===== src/rtl/serial_adder.sv =====
// Bit-serial adder/subtractor: one full-adder cell plus a carry flop, LSB first.
// Result registers (sum/cout/ovf) update only on entry to DONE.
module serial_adder #(
    parameter int WIDTH = 8
) (
    input  logic             clk,
    input  logic             rst,
    input  logic             start,
    input  logic             sub,
    input  logic [WIDTH-1:0] a,
    input  logic [WIDTH-1:0] b,
    output logic             busy,
    output logic             done,
    output logic [WIDTH-1:0] sum,
    output logic             cout,
    output logic             ovf
);

    // Handshake: start is a request sampled only in IDLE (never queued); busy is
    // high for the WIDTH cycles of RUN; done is a one-cycle pulse after the last
    // bit, and busy/done are never high together.
    typedef enum logic [1:0] {IDLE, RUN, DONE} state_t;

    localparam int CW = (WIDTH > 1) ? $clog2(WIDTH) : 1;
    localparam logic [CW-1:0] LAST = CW'(WIDTH - 1);

    state_t           state, state_next;
    logic [WIDTH-1:0] op_a, op_b, res, res_next;
    logic [CW-1:0]    cnt;
    logic             carry, carry_next, bit_s, last_bit;

    always_comb begin
        bit_s      = op_a[0] ^ op_b[0] ^ carry;
        carry_next = (op_a[0] & op_b[0]) | (op_a[0] & carry) | (op_b[0] & carry);
        res_next   = (res >> 1) | (WIDTH'(bit_s) << (WIDTH - 1));
        last_bit   = (cnt == LAST);
    end

    always_ff @(posedge clk or posedge rst) begin
        if (rst) state <= IDLE;
        else     state <= state_next;
    end

    always_comb begin
        state_next = state;
        busy       = 1'b0;
        done       = 1'b0;
        case (state)
            IDLE: if (start) state_next = RUN;
            RUN: begin
                busy = 1'b1;
                if (last_bit) state_next = DONE;
            end
            DONE: begin
                done       = 1'b1;
                state_next = IDLE;
            end
            default: state_next = IDLE;
        endcase
    end

    always_ff @(posedge clk or posedge rst) begin
        if (rst) begin
            op_a  <= '0;
            op_b  <= '0;
            res   <= '0;
            carry <= 1'b0;
            cnt   <= '0;
            sum   <= '0;
            cout  <= 1'b0;
            ovf   <= 1'b0;
        end else if (state == IDLE && start) begin
            // Subtraction is a + ~b + 1: invert B and seed the carry with 1.
            op_a  <= a;
            op_b  <= sub ? ~b : b;
            carry <= sub;
            cnt   <= '0;
        end else if (state == RUN) begin
            op_a  <= op_a >> 1;
            op_b  <= op_b >> 1;
            res   <= res_next;
            carry <= carry_next;
            cnt   <= cnt + CW'(1);
            if (last_bit) begin
                // carry still holds the carry into the MSB here
                sum  <= res_next;
                cout <= carry_next;
                ovf  <= carry ^ carry_next;
            end
        end
    end

endmodule


===== config.mk =====
export PLATFORM = sky130hd
export DESIGN_NAME = serial_adder
export DESIGN_NICKNAME = d
export VERILOG_FILES = /design/src/rtl/serial_adder.sv
export SDC_FILE = /design/constraint.sdc
export NUM_CORES = 1
export LEC_CHECK = 0
export CORE_ASPECT_RATIO = 0.6
export CORE_MARGIN = 2
export CORE_UTILIZATION = 35
export CTS_CLUSTER_DIAMETER = 120
export CTS_CLUSTER_SIZE = 10
export DETAILED_ROUTE_END_ITERATION = 16
export GPL_TIMING_DRIVEN = 0
export PLACE_DENSITY = 0.57
export SLEW_MARGIN = 20
export SYNTH_ARGS = -nofsm -noshare
export SYNTH_HDL_FRONTEND = slang
export SYNTH_SLANG_ARGS = --single-unit

===== constraint.sdc =====
create_clock -name clk -period 1.5 [get_ports clk]
set_input_delay 0.375 -clock clk [delete_from_list [all_inputs] [get_ports clk]]
set_output_delay 0.375 -clock clk [all_outputs]
set_load 0.02 [all_outputs]

Figure 1. I/O nets highlighted (run 1).
Scale: 4 px per um.
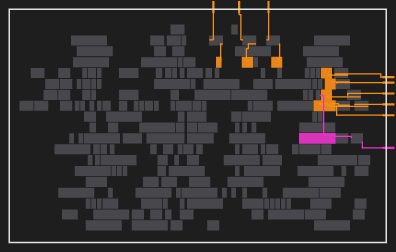
legend:
  a:
    colour: orange
    bits: 8
    direction: input
    edge: 5 east, 3 north
    end_cells: 8
    buffers: 8
    wire: 132 um
  ovf:
    colour: magenta
    bits: 1
    direction: output
    edge: east
    end_cells: 1
    buffers: 1
    wire: 25.2 um
Top Ports: 32
IO Port Bufs: 30

Figure 2. Metal layers overlaid (run 1).
Scale: 8 px per um. Only two layers are drawn.
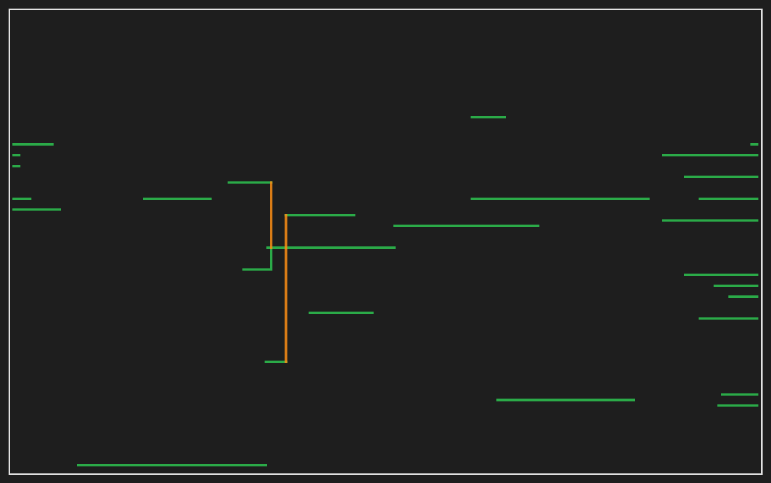
legend:
  met3:
    colour: green
    wire_length: 227 um
  met4:
    colour: orange
    wire_length: 26.5 um
Total GRT Usage: 0.1490
final WL: 3631 um
wire length per cell: 13.35 um
vias: 1286

==> results.json, run 1 <==
{
  "grt_max_degree": 26,
  "yosys-top-cells-area": "dfrtp_1, nand2_1, mux2_2",
  "inverters": 3,
  "cts-buffers-inserted": 5,
  "die.size.y_um": 57.93,
  "critPathBufInv": 1,
  "clock_cell_area_share": 0.04355,
  "firstDrtPassIters": 4,
  "initial_core_util": 0.3679,
  "logic_area_um2": 723.2,
  "lay_top_count": "nand2_1",
  "common_cells": "nand2_1, dfrtp_1, mux2_2",
  "nets": 231,
  "dp_hpwl_um": 2432,
  "cts_max_level": 2,
  "worstMarginPinSlew_ns": 0.6675,
  "crit_path_max_fanout": 5,
  "busiest_layer": "met1",
  "ir_worst_vdd_mv": 0.6004,
  "status": "finished with violations",
  "final_cell_mix": "nand2_1, dfrtp_1, clkdlybuf4s50_1, dlygate4sd2_1, a22oi_1",
  "yosys.stat.seqShare": 0.5752,
  "yosysWarningCount": 0,
  "seq_area_um2": 977.2,
  "ys_sh_simple": 0.1822,
  "avgSynthCellArea_um2": 10.22,
  "mux_area_frac": 0.05973,
  "clk_pin_slew_ns": 0.07,
  "setup_violations": 7,
  "yosysCellCount": 166,
  "nFillCells": 439,
  "synthArstFlopShare": 1.000,
  "crit_cells": 5,
  "yosysTopAreaCell": "dfrtp_1",
  "yosys_area_mm2": 0.001697,
  "drv_cap": 0,
  "synth.distinct_cells": 25,
  "warning_count": 28,
  "hold_path.class": "in2async",
  "tap_cells": 63,
  "row_count": 19,
  "power_density_mw_per_mm2": 1950,
  "core_mm2": 0.004612,
  "hold_ws_ns": 0.3826,
  "use_met1": 0.2171,
  "topCombFamilyByArea": "simple AND/OR/NAND/NOR gates",
  "fin_crit_ns": 1.514,
  "endpoint": "sum[2]",
  "yosysTopAreaCellShare": 0.5752,
  "cpMaxStageDelayCell": "dfrtp_1",
  "cp-start-kind": "flop",
  "ant_nets": 0,
  "drive_gt1_frac": 0.1818,
  "cts_resized": 27,
  "sh_comb_area": 0.3146,
  "highest_layer": "met4",
  "clock.fmax_mhz": 660.5,
  "worstPathArrival_ns": 1.68,
  "grt_first_pass_wirelength_um": 6072,
  "met3_usage": 0.04551,
  "cts_root_buffer": "clkbuf_8",
  "routed-wl-met3_um": 226,
  "cts_hold_buf": 0,
  "antenna_found_initial": 0,
  "cp_slowest_stage_delay_ns": 0.40,
  "place_area_mm2": 0.002103,
  "biggestCellCategory": "sequential cells",
  "seq_share": 0.4252,
  "drc": 0,
  "post-cts-setup-buffers": 3,
  "violations": "negative setup slack",
  "num_antenna_cells": 0,
  "overflow": 0,
  "dr_wl_met2_um": 1511,
  "logic_gate_count": 116,
  "most_common_cell": "nand2_1",
  "nNonClkBuffers": 43,
  "grt_setup_unrepaired": "yes",
  "cp-end-kind": "flop",
  "cp_cell_sequence": "ha_2 > ha_4 > nand3b_1 > buf_6 > mux2_4",
  "fin_ws_ns": -0.01404,
  "hold_viol_final": 0
}
Figure 3. The clock network (run 1).
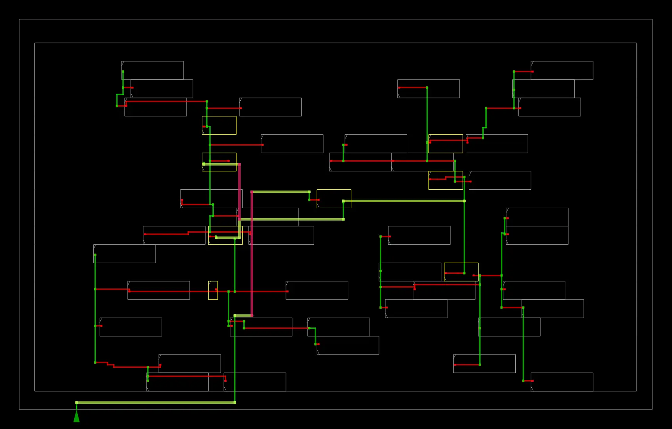
CTS Sinks: 39
clock buffers: 8
flip-flops: 39

-- run 1: state kept, by name, summed over array words and instances, names as in the netlist --
name,cells
cout,1
ovf,1
state,2
sum,8
carry,1
res,7
cnt,3
op_b,8
op_a,8
-- run 1: through the flow --
stage | utilization | total power, mW | setup WS (ns)
6_report | 0.4984 | 4.481 | -0.01404
5_1_grt | 0.4984 | 4.857 | -0.05658
4_1_cts | 0.4856 | 4.356 | -0.01761
3_5_place_dp | 0.4561 | 3.589 | -0.4997
3_3_place_gp | 0.4501 | 3.505 | -0.5613
2_1_floorplan | - | 2.933 | 0.01434
-- run 1: power by group --
group	internal (mW)	switching [mW]	leakage (nW)
combinational	0.873	1.02	0.589
clock	0.419	0.336	0.0515
sequential	1.52	0.307	0.490
==> run 2, diff against run 1 <==
Settings changed: CORE_UTILIZATION 35 to 55, PLACE_DENSITY 0.57 to 0.81, SKIP_CTS_REPAIR_TIMING set to 1.
Clock period 1.5 ns to 2 ns, I/O delays scaled along.
Figure 4. M2 wires (run 2).
Scale: 6 px per um.
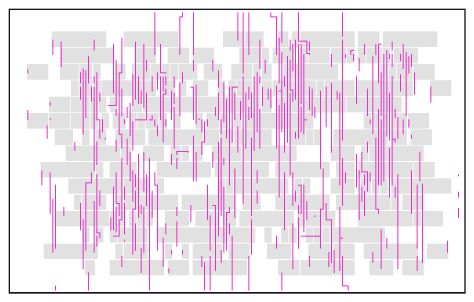
wire length on this layer: 1510 um
longest straight run: 21.9 um
vias: 1259
final WL: 3302 um
M2 GR Usage: 0.3078

Figure 5. Layout detail (run 2).
Window x 47 to 67, y 25 to 45 um. Cells in grey, sequential cells in the stronger grey; small squares are vias.
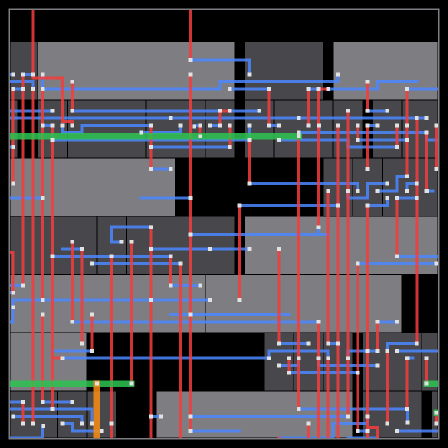
legend:
  met1:
    colour: blue
  met2:
    colour: red
  met3:
    colour: green
  met4:
    colour: orange
netlist names of flops here include: op_a (6), carry (1)
most frequent: nand2_1 (13), a22oi_1 (7), dfrtp_1 (7)
cells with their middle in the window: 32
sequential cells in the window: 7

==> run 2 against run 1 <==
  * The run now ends clean
  * Cell count down 9.6%
  * Routed wire length down 9.1%
  * Combinational power down 32%
  * Worst hold slack better by 0.10 ns
  * Register-to-register slack better by 0.38 ns
  * Clock skew down 0.0019 ns
  * Largest power group is now registers
==> results.json, run 2 <==
{
  "status": "completed",
  "logic_gate_count": 116,
  "grt_usage": 0.2076,
  "grt_setup_unrepaired": "no",
  "routed-wl-met3_um": 142,
  "die.size.y_um": 47.02,
  "seq_share": 0.4538,
  "drv_cap": 0,
  "core_mm2": 0.002909,
  "cp_slowest_stage_delay_ns": 0.44,
  "cts_root_buffer": "clkbuf_8",
  "avgSynthCellArea_um2": 10.22,
  "yosysWarningCount": 0,
  "hold_viol_final": 0,
  "nFillCells": 211,
  "yosysTopAreaCellShare": 0.5752,
  "fin_crit_ns": 1.909,
  "worstMarginPinSlew_ns": 0.7163,
  "initial_core_util": 0.5832,
  "cp-start-kind": "flop",
  "cts-buffers-inserted": 5,
  "wl_per_cell_um": 13.42,
  "cts_max_level": 2,
  "grt_max_degree": 22,
  "place_worst_setup_slack_ns": -0.1178,
  "ys_sh_simple": 0.1822,
  "setup_violations": 0,
  "yosys-top-cells-area": "dfrtp_1, nand2_1, mux2_2",
  "cp_cell_sequence": "nand2b_1 > inv_2 > clkbuf_2",
  "clk-power_mw": 0.500,
  "mux_area_frac": 0.05973,
  "dp_hpwl_um": 2361,
  "nets": 226,
  "num_antenna_cells": 0,
  "antenna_found_initial": 0,
  "ant_nets": 0,
  "flops": 39,
  "yosys_area_mm2": 0.001697,
  "seq_area_um2": 975.9,
  "place_area_mm2": 0.002077,
  "nNonClkBuffers": 38,
  "reg_top3": "op_a (8), op_b (8), sum (8)",
  "met3_usage": 0.05150,
  "ios": 32,
  "ir_worst_vdd_mv": 0.7448,
  "nClkBuffers": 7,
  "clock_power_share": 0.158,
  "warning_count": 26,
  "power_density_mw_per_mm2": 1468,
  "drive_gt1_frac": 0.1275,
  "synth.distinct_cells": 25,
  "cts.sink_count": 39
}
[run 2: through the flow]
stage | utilization | TNS, ns
5_1_grt | 0.7394 | 0
3_3_place_gp | 0.7045 | -6.717
6_report | 0.7394 | 0
2_1_floorplan | - | 0
3_5_place_dp | 0.7140 | -0.1178
4_1_cts | 0.7419 | -0.4496
[run 2: worst min path at each step]
stage	startpoint	end	cells past startpoint
6_report	res[1]	res[1]	2
5_1_grt	op_a[4]	op_a[4]	2
4_1_cts	op_a[5]	op_a[5]	2
3_5_place_dp	op_a[5]	op_a[5]	2
3_3_place_gp	res[1]	res[1]	2
2_1_floorplan	res[1]	res[1]	2
[run 2: worst max-delay path, delay by kind of cell (launching register included)]
family	cells	cell delay (ns)
buf+inv	2	0.48
flops	1	0.44
simple gates	1	0.21
==> run 3, diff against run 2 <==
Settings changed: ABC_CLOCK_PERIOD_IN_PS set to 2000.
Figure 6. M2 wires (run 3).
Scale: 6 px per um.
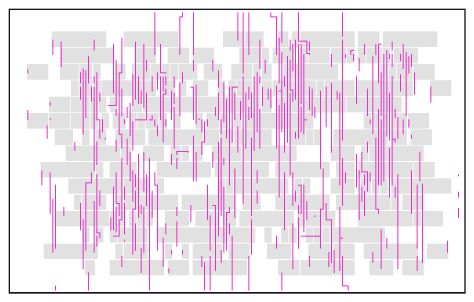
longest straight run: 21.9 um
main direction: vertical

Figure 7. I/O nets highlighted (run 3).
Scale: 6 px per um.
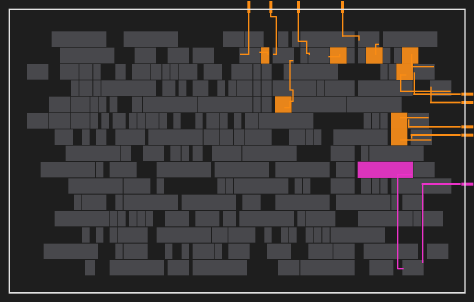
legend:
  a:
    colour: orange
    bits: 8
    direction: input
    edge: 4 east, 4 north
    end_cells: 8
    buffers: 8
    wire: 113 um
  ovf:
    colour: magenta
    bits: 1
    direction: output
    edge: east
    end_cells: 1
    buffers: 1
    wire: 38.2 um

==> run 3 against run 2 <==
  * Sequential power barely moved
  * Synthesized cell count did not move
  * Via count did not move
  * Clock skew did not move
  * First-iteration DRC count did not move
  * Cell count did not move
  * Sequential share of layout area did not move
  * Power did not move
  * Clock power barely moved
  * Critical endpoint unchanged
==> results.json, run 3 <==
{
  "fin_ws_ns": 0.09134,
  "fin_crit_ns": 1.909,
  "yosys_area_mm2": 0.001697,
  "hold_viol_final": 0,
  "die.size.y_um": 47.02,
  "comb_power_mw": 1.30,
  "nNonClkBuffers": 38,
  "seq_area_um2": 975.9,
  "warning_count": 26,
  "gr-usage-met2": 0.3078,
  "flops": 39,
  "routed_wl_um": 3302,
  "grt_setup_unrepaired": "no",
  "tap_cells": 42,
  "yosysWarningCount": 0,
  "fp_nets": 189,
  "routed-wl-met3_um": 142,
  "ir_worst_vdd_mv": 0.7448,
  "ios": 32,
  "num_antenna_cells": 0,
  "yosys-top-cells-area": "dfrtp_1, nand2_1, mux2_2",
  "cts_root_buffer": "clkbuf_8",
  "cts.sink_count": 39,
  "edf_count": 0,
  "cp_slowest_stage_delay_ns": 0.44,
  "nets": 226,
  "ff_type": "dfrtp_1",
  "lay_top_count": "nand2_1",
  "antenna_found_initial": 0,
  "grt_max_degree": 22,
  "drv_cap": 0,
  "wl_per_cell_um": 13.42,
  "worstMarginPinSlew_ns": 0.7163,
  "ant_nets": 0,
  "setup_violations": 0,
  "fin_tns_setup_ns": 0,
  "avgSynthCellArea_um2": 10.22,
  "power.internal_mw": 1.961,
  "power.group.top": "registers",
  "cts-buffers-inserted": 5,
  "met3_usage": 0.05150,
  "drive_gt1_frac": 0.1275,
  "topCombFamilyByArea": "simple AND/OR/NAND/NOR gates",
  "ys_sh_simple": 0.1822,
  "clk_pin_slew_ns": 0.07,
  "mux_area_frac": 0.05973,
  "dp_hpwl_um": 2361,
  "cp-start-kind": "flop",
  "nClkBuffers": 7,
  "synth.distinct_cells": 25,
  "yosys.stat.seqShare": 0.5752,
  "reg_top3": "op_a (8), op_b (8), sum (8)",
  "place_worst_setup_slack_ns": -0.1178,
  "initial_core_util": 0.5832,
  "yosysTopAreaCellShare": 0.5752,
  "grt_usage": 0.2076,
  "power_density_mw_per_mm2": 1468,
  "num_vias": 1259,
  "via_per_inst": 5.118,
  "nFillCells": 211,
  "cts_tree": "built",
  "status": "completed",
  "seq_share": 0.4538,
  "cts_max_level": 2,
  "critPathBufInv": 2,
  "critPathTopFamily": "buffers and inverters",
  "grt_pass1_vias": 1123,
  "cp_cell_sequence": "nand2b_1 > inv_2 > clkbuf_2",
  "combPwrFrac": 0.411,
  "logic_gate_count": 116,
  "core_mm2": 0.002909,
  "clock_power_share": 0.158,
  "period_used_share": 0.9543,
  "utilization": 0.7394,
  "slew_headroom": 0.5215,
  "hold_path.class": "reg2reg",
  "common_cells": "nand2_1, dfrtp_1, mux2_2",
  "clk-power_mw": 0.500
}
run 3: metrics by stage:
| stage | area [um^2] | power (mW) |
|---|---|---|
| after floorplan | 1697 | 2.200 |
| after global placement | 2049 | 2.601 |
| after detailed placement | 2077 | 2.682 |
| after CTS | 2158 | 3.197 |
| after global routing | 2151 | 3.391 |
| final | 2151 | 3.158 |
run 3: path summary, 6_finish.rpt:
path	from	endpoint	slack, ns	depth (start not counted)
worst max register to register	cnt[0]	cout	0.37	5
worst min register to register	res[1]	res[1]	0.49	2
worst min-delay path	res[1]	res[1]	0.49	2
max in group asynchronous	rst	op_b[2]	1.02	3
min in group asynchronous	rst	sum[0]	0.54	2
worst max-delay path	state[1]	busy	0.09	3
Power is estimated from default activity; no workload was simulated.
